Design fpu_ctrl, sky130hd; sources not shown.
Run 1, congestion heat map:
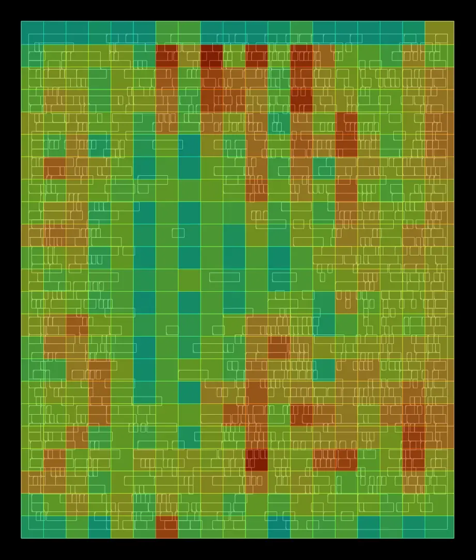
routed wirelength normalized by instance count: 14.8 µm
most crowded layer after global routing: met2
fraction of the core area covered by cells at the end of the flow: 49.9%
grt met1 use: 22.6%
met2 global-route usage: 31.6%

Run 1, routed metal, one color a layer:
The bar under the picture is 50 µm long. Two of the layers only.
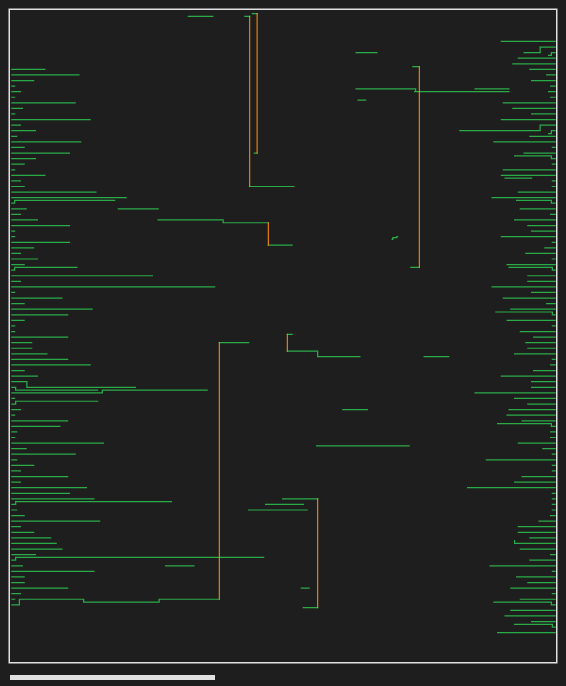
Orange marks metal 4, wire length 223 µm. Green marks metal 3, wire length 2080 µm.
detailed-route via count: 6296
All-Layer GR Usage: 19.0%
routed wire length: 20700 µm

Run 1, layout detail:
The bar under the picture is 5 µm long. Window x 90 to 110, y 109 to 129 µm. Cells in gray, sequential cells in the stronger gray; small squares are vias.
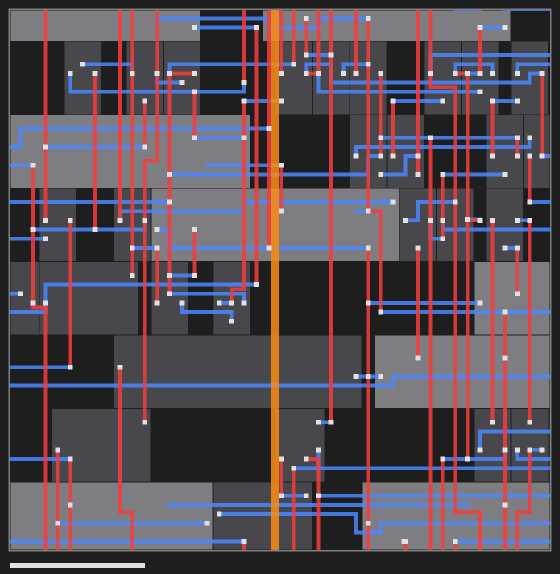
Red marks metal 2. Orange marks metal 4. Blue marks metal 1.
Most frequent: nand2_1 (19), dfrtp_1 (5), nor2_1 (4). 33 logic cells have their middle in the window. Sequential cells in the window: 5.

==> run notes, run 1 <==
impl run done, here's what came out: num ports 302, Chip Area, Yosys 6000 µm², share of cell area taken by muxes after synthesis 0%, cell count after placement 1370, Leakage Power 4.77 nW, library cell with the largest summed area after synthesis sky130_fd_sc_hd__dfrtp_1, Power, Total 7.04 mW, basic-gate share of the synthesized area counting and, or, nand and nor cells 40.1%, die boundary width 133 µm, Netlist cell types 28, nets in the synthesized netlist 1051, FMAX 331 MHz, CP peak stage delay 0.63 ns, Final Skew 0.0106 ns, TritonCTS buffer count 17, RSZ-0062 raised after global routing no, worst IR drop on VDD 0.000400 V, transition at the pin with the smallest max-transition slack 1.19 ns, Hold Crit Class reg2reg, final tally of max-slew violations 0, Worst R2R Setup Slack 0.98 ns, outcome finished, final reports clean, layout-stage area growth over the synthesis result 63.2%, top cell category non-clock buffers, most frequently placed logic cell in the final layout sky130_fd_sc_hd__nand2_1, residual overflow from global routing 0, area fraction in xor and xnor cells 0.583%, stage-log warning count 29, Comb. pwr 3.71 mW, type of element launching the critical path flip-flop, number of hold buffers added after CTS 0
==> inputs of run 2 (changes only) <==
==> constraint.sdc (replaced) <==
create_clock -name clk -period 2.7 [get_ports clk]
set_input_delay 0.54 -clock clk [delete_from_list [all_inputs] [get_ports clk]]
set_output_delay 0.54 -clock clk [all_outputs]
set_load 0.03 [all_outputs]
Run 2, signal metal coverage by tile:
27 x 32 tiles, from white (low) to dark blue (high), scaled to the fullest tile. Values are wire area over tile area, all layers added.
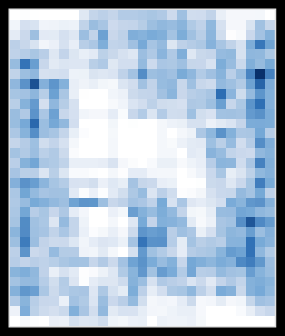
9.6% of the tiles are over half the peak. The fullest tile reaches 0.59. The mean over all tiles is 0.16. 9.1% of the tiles are nearly empty. The densest ninth of the die: upper right.
routed wire length: 20900 µm
detailed-route via count: 6456
routed wirelength normalized by instance count: 14.9 µm
All-Layer GR Usage: 19.8%

==> run 2 against run 1 <==
Die size unchanged. Sequential cell count unchanged. Clock skew about the same. Sequential share of layout area shrank 0.25 points. Count of clock-buffer cells in the layout up 2. Largest power group unchanged. Non-clock buffer count rose by 7. Critical path depth shrank 8. Highest routed layer is now met5. Final area grew 0.87%. Synthesized cell count did not move. Clock power rose by about 50%. Global-route usage rose by 0.73 points.
==> run notes, run 2 <==
impl run done, here's what came out: Worst-Skew Late Latency 0.42 ns, Layout Nets 1341, synthesized flop and latch total 114, basic-gate share of the synthesized area counting and, or, nand and nor cells 40.1% (unchanged), die boundary width 133 µm (unchanged), vias in the first global route 6318, Hold Crit Class reg2reg, RSZ-0062 raised after global routing no, Max stage delay cell, worst path sky130_fd_sc_hd__clkdlybuf4s50_1, final tally of max-slew violations 0 (unchanged), top cell category non-clock buffers, Comb. pwr 5.60 mW (+51%), Power, Total 10.5 mW (+50%), setup TNS after final layout 0 ns, fraction of the core area covered by cells at the end of the flow 50.4% (+0.43 points), Comb pwr share 53.2%, type of element launching the critical path flip-flop, outcome finished, final reports clean, invs w/o clock 29, transition at the pin with the smallest max-transition slack 0.617 ns (-0.569 ns), number of hold buffers added after CTS 0 (unchanged), Worst R2R Setup Slack 0.60 ns (-0.38 ns), num ports 302 (unchanged), residual overflow from global routing 0 (unchanged), FMAX 469 MHz, wire length of the first global-routing pass 33400 µm, cell count after placement 1377 (+0.51%), nets in the synthesized netlist 1051 (unchanged), core box area 19600 µm², layout cells sized above 1 5.23%, area fraction in xor and xnor cells 0.583% (unchanged), Leakage Power 4.81 nW (+0.80%), Netlist cell types 28 (unchanged), Seq. cell area 2850 µm², stage-log warning count 29 (unchanged), Chip Area, Yosys 6000 µm² (unchanged), worst IR drop on VDD 0.000720 V (+80%), most frequently placed logic cell in the final layout sky130_fd_sc_hd__nand2_1, Final Skew 0.0108 ns (+0.000248 ns), Chip Area 21200 µm², library cell with the largest summed area after synthesis sky130_fd_sc_hd__dfrtp_1, metal3 WL 1860 µm, share of cell area taken by muxes after synthesis 0% (unchanged), cells along the critical path clkdlybuf4s50_1, layout-stage area growth over the synthesis result 64.6%, CP peak stage delay 0.66 ns (+0.03 ns), most instantiated cells after synthesis 413 x sky130_fd_sc_hd__nand2_1, 113 x sky130_fd_sc_hd__dfrtp_1, 87 x sky130_fd_sc_hd__nor2_1, TritonCTS buffer count 17 (unchanged), met2 global-route usage 33.6% (+2.0 points), most crowded layer after global routing met2
Run 2, metal 1:
The bar under the picture is 50 µm long.
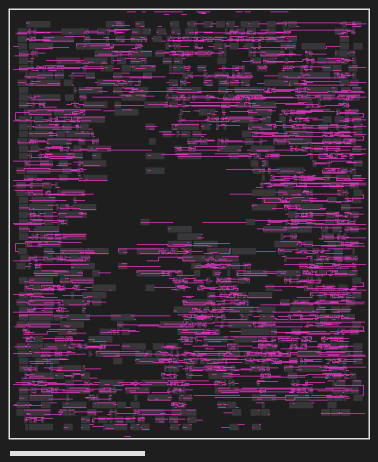
1159 nets have wire on it. The layer holds 43% of the routed length. The layer carries 8920 µm of wire. The wires run mostly horizontal.
grt met1 use: 23.9%

==> inputs of run 3 (changes only) <==
--- a/config.mk
+++ b/config.mk
@@ -12,7 +12,6 @@
 export DETAILED_ROUTE_END_ITERATION = 12
 export GPL_ROUTABILITY_DRIVEN = 1
 export GPL_TIMING_DRIVEN = 1
-export PLACE_DENSITY = 0.65
 export SLEW_MARGIN = 10
 export SYNTH_ARGS = -nofsm -noshare
 export SYNTH_HDL_FRONTEND = slang
==> constraint.sdc (replaced) <==
create_clock -name clk -period 2 [get_ports clk]
set_input_delay 0.4 -clock clk [delete_from_list [all_inputs] [get_ports clk]]
set_output_delay 0.4 -clock clk [all_outputs]
set_load 0.03 [all_outputs]
Run 3, layout detail:
The bar under the picture is 5 µm long. Window x 90 to 110, y 109 to 129 µm. Cells in gray, sequential cells in the stronger gray; small squares are vias.
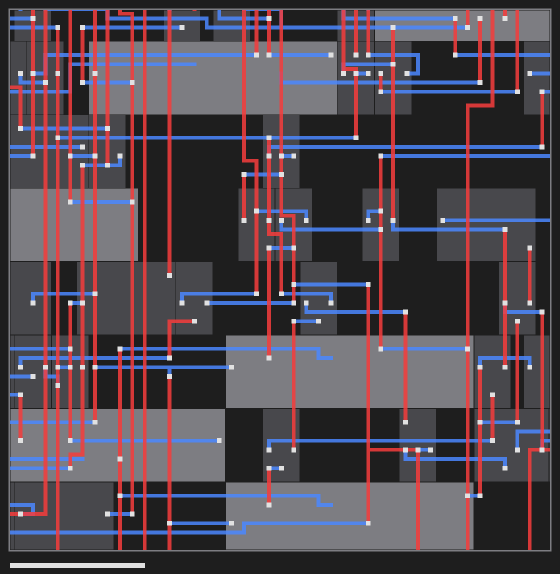
Red marks metal 2. Blue marks metal 1.
Sequential cells in the window: 5. 26 logic cells have their middle in the window. Most frequent: nand2_1 (11), nor2_1 (5), dfrtp_1 (5).

==> run 3 against run 2 <==
Final cell count up 0.21%. Wire length up 0.99%. Via count down 0.56%.
==> run notes, run 3 <==
impl run done, here's what came out: outcome finished, final reports clean, num ports 302 (unchanged), layout cells sized above 1 5.73% (+0.50 points), cell count after placement 1381 (+0.29%), die boundary width 133 µm (unchanged), top cell category non-clock buffers, Netlist cell types 28 (unchanged), number of hold buffers added after CTS 0 (unchanged), wire length of the first global-routing pass 33800 µm (+1.2%), RSZ-0062 raised after global routing no, FMAX 524 MHz, type of element launching the critical path flip-flop, met2 global-route usage 34.0% (+0.40 points), share of cell area taken by muxes after synthesis 0% (unchanged), Worst R2R Setup Slack 0.22 ns (-0.38 ns), stage-log warning count 29 (unchanged), synthesized flop and latch total 114 (unchanged), Comb pwr share 54.2% (+1.0 points), most frequently placed logic cell in the final layout sky130_fd_sc_hd__nand2_1, grt met1 use 23.4% (-0.48 points), vias in the first global route 6526 (+3.3%), CP peak stage delay 0.71 ns (+0.05 ns), setup TNS after final layout 0 ns (unchanged), TritonCTS buffer count 17 (unchanged), worst IR drop on VDD 0.000822 V (+14%), Final Skew 0.00792 ns (-0.00293 ns), basic-gate share of the synthesized area counting and, or, nand and nor cells 40.1% (unchanged), Chip Area 21200 µm² (unchanged), core box area 19600 µm² (unchanged), metal3 WL 2160 µm (+16%), routed wire length 21100 µm (+0.99%), Max stage delay cell, worst path sky130_fd_sc_hd__clkdlybuf4s50_1, Hold Crit Class in2async, most instantiated cells after synthesis 413 x sky130_fd_sc_hd__nand2_1, 113 x sky130_fd_sc_hd__dfrtp_1, 87 x sky130_fd_sc_hd__nor2_1, Layout Nets 1345 (+0.30%), most crowded layer after global routing met2, layout-stage area growth over the synthesis result 66.5%, transition at the pin with the smallest max-transition slack 0.459 ns (-0.158 ns), residual overflow from global routing 0 (unchanged), Chip Area, Yosys 6000 µm² (unchanged), fraction of the core area covered by cells at the end of the flow 51.0% (+0.58 points), library cell with the largest summed area after synthesis sky130_fd_sc_hd__dfrtp_1
Run 3, routed metal, one color a layer:
The bar under the picture is 50 µm long. Two of the layers only.
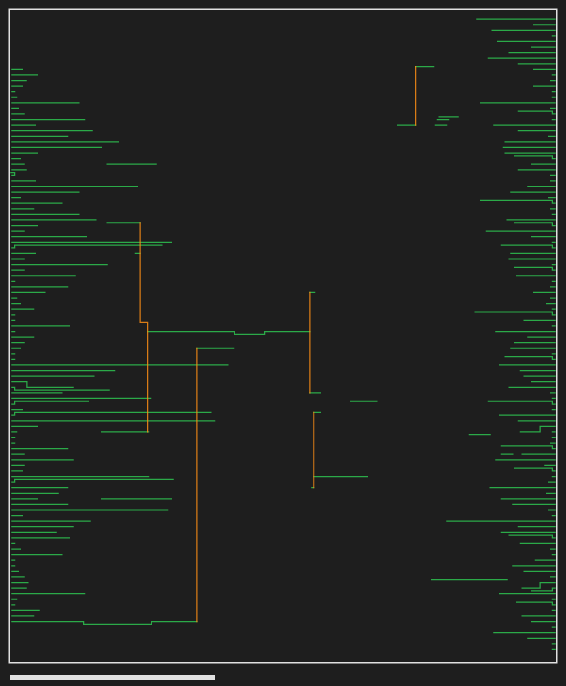
Green marks metal 3, wire length 2160 µm. Orange marks metal 4, wire length 177 µm.
routed wirelength normalized by instance count: 15.0 µm
detailed-route via count: 6420
All-Layer GR Usage: 20.0%

Power figures rest on the tool's default switching activity, not on a simulated workload.
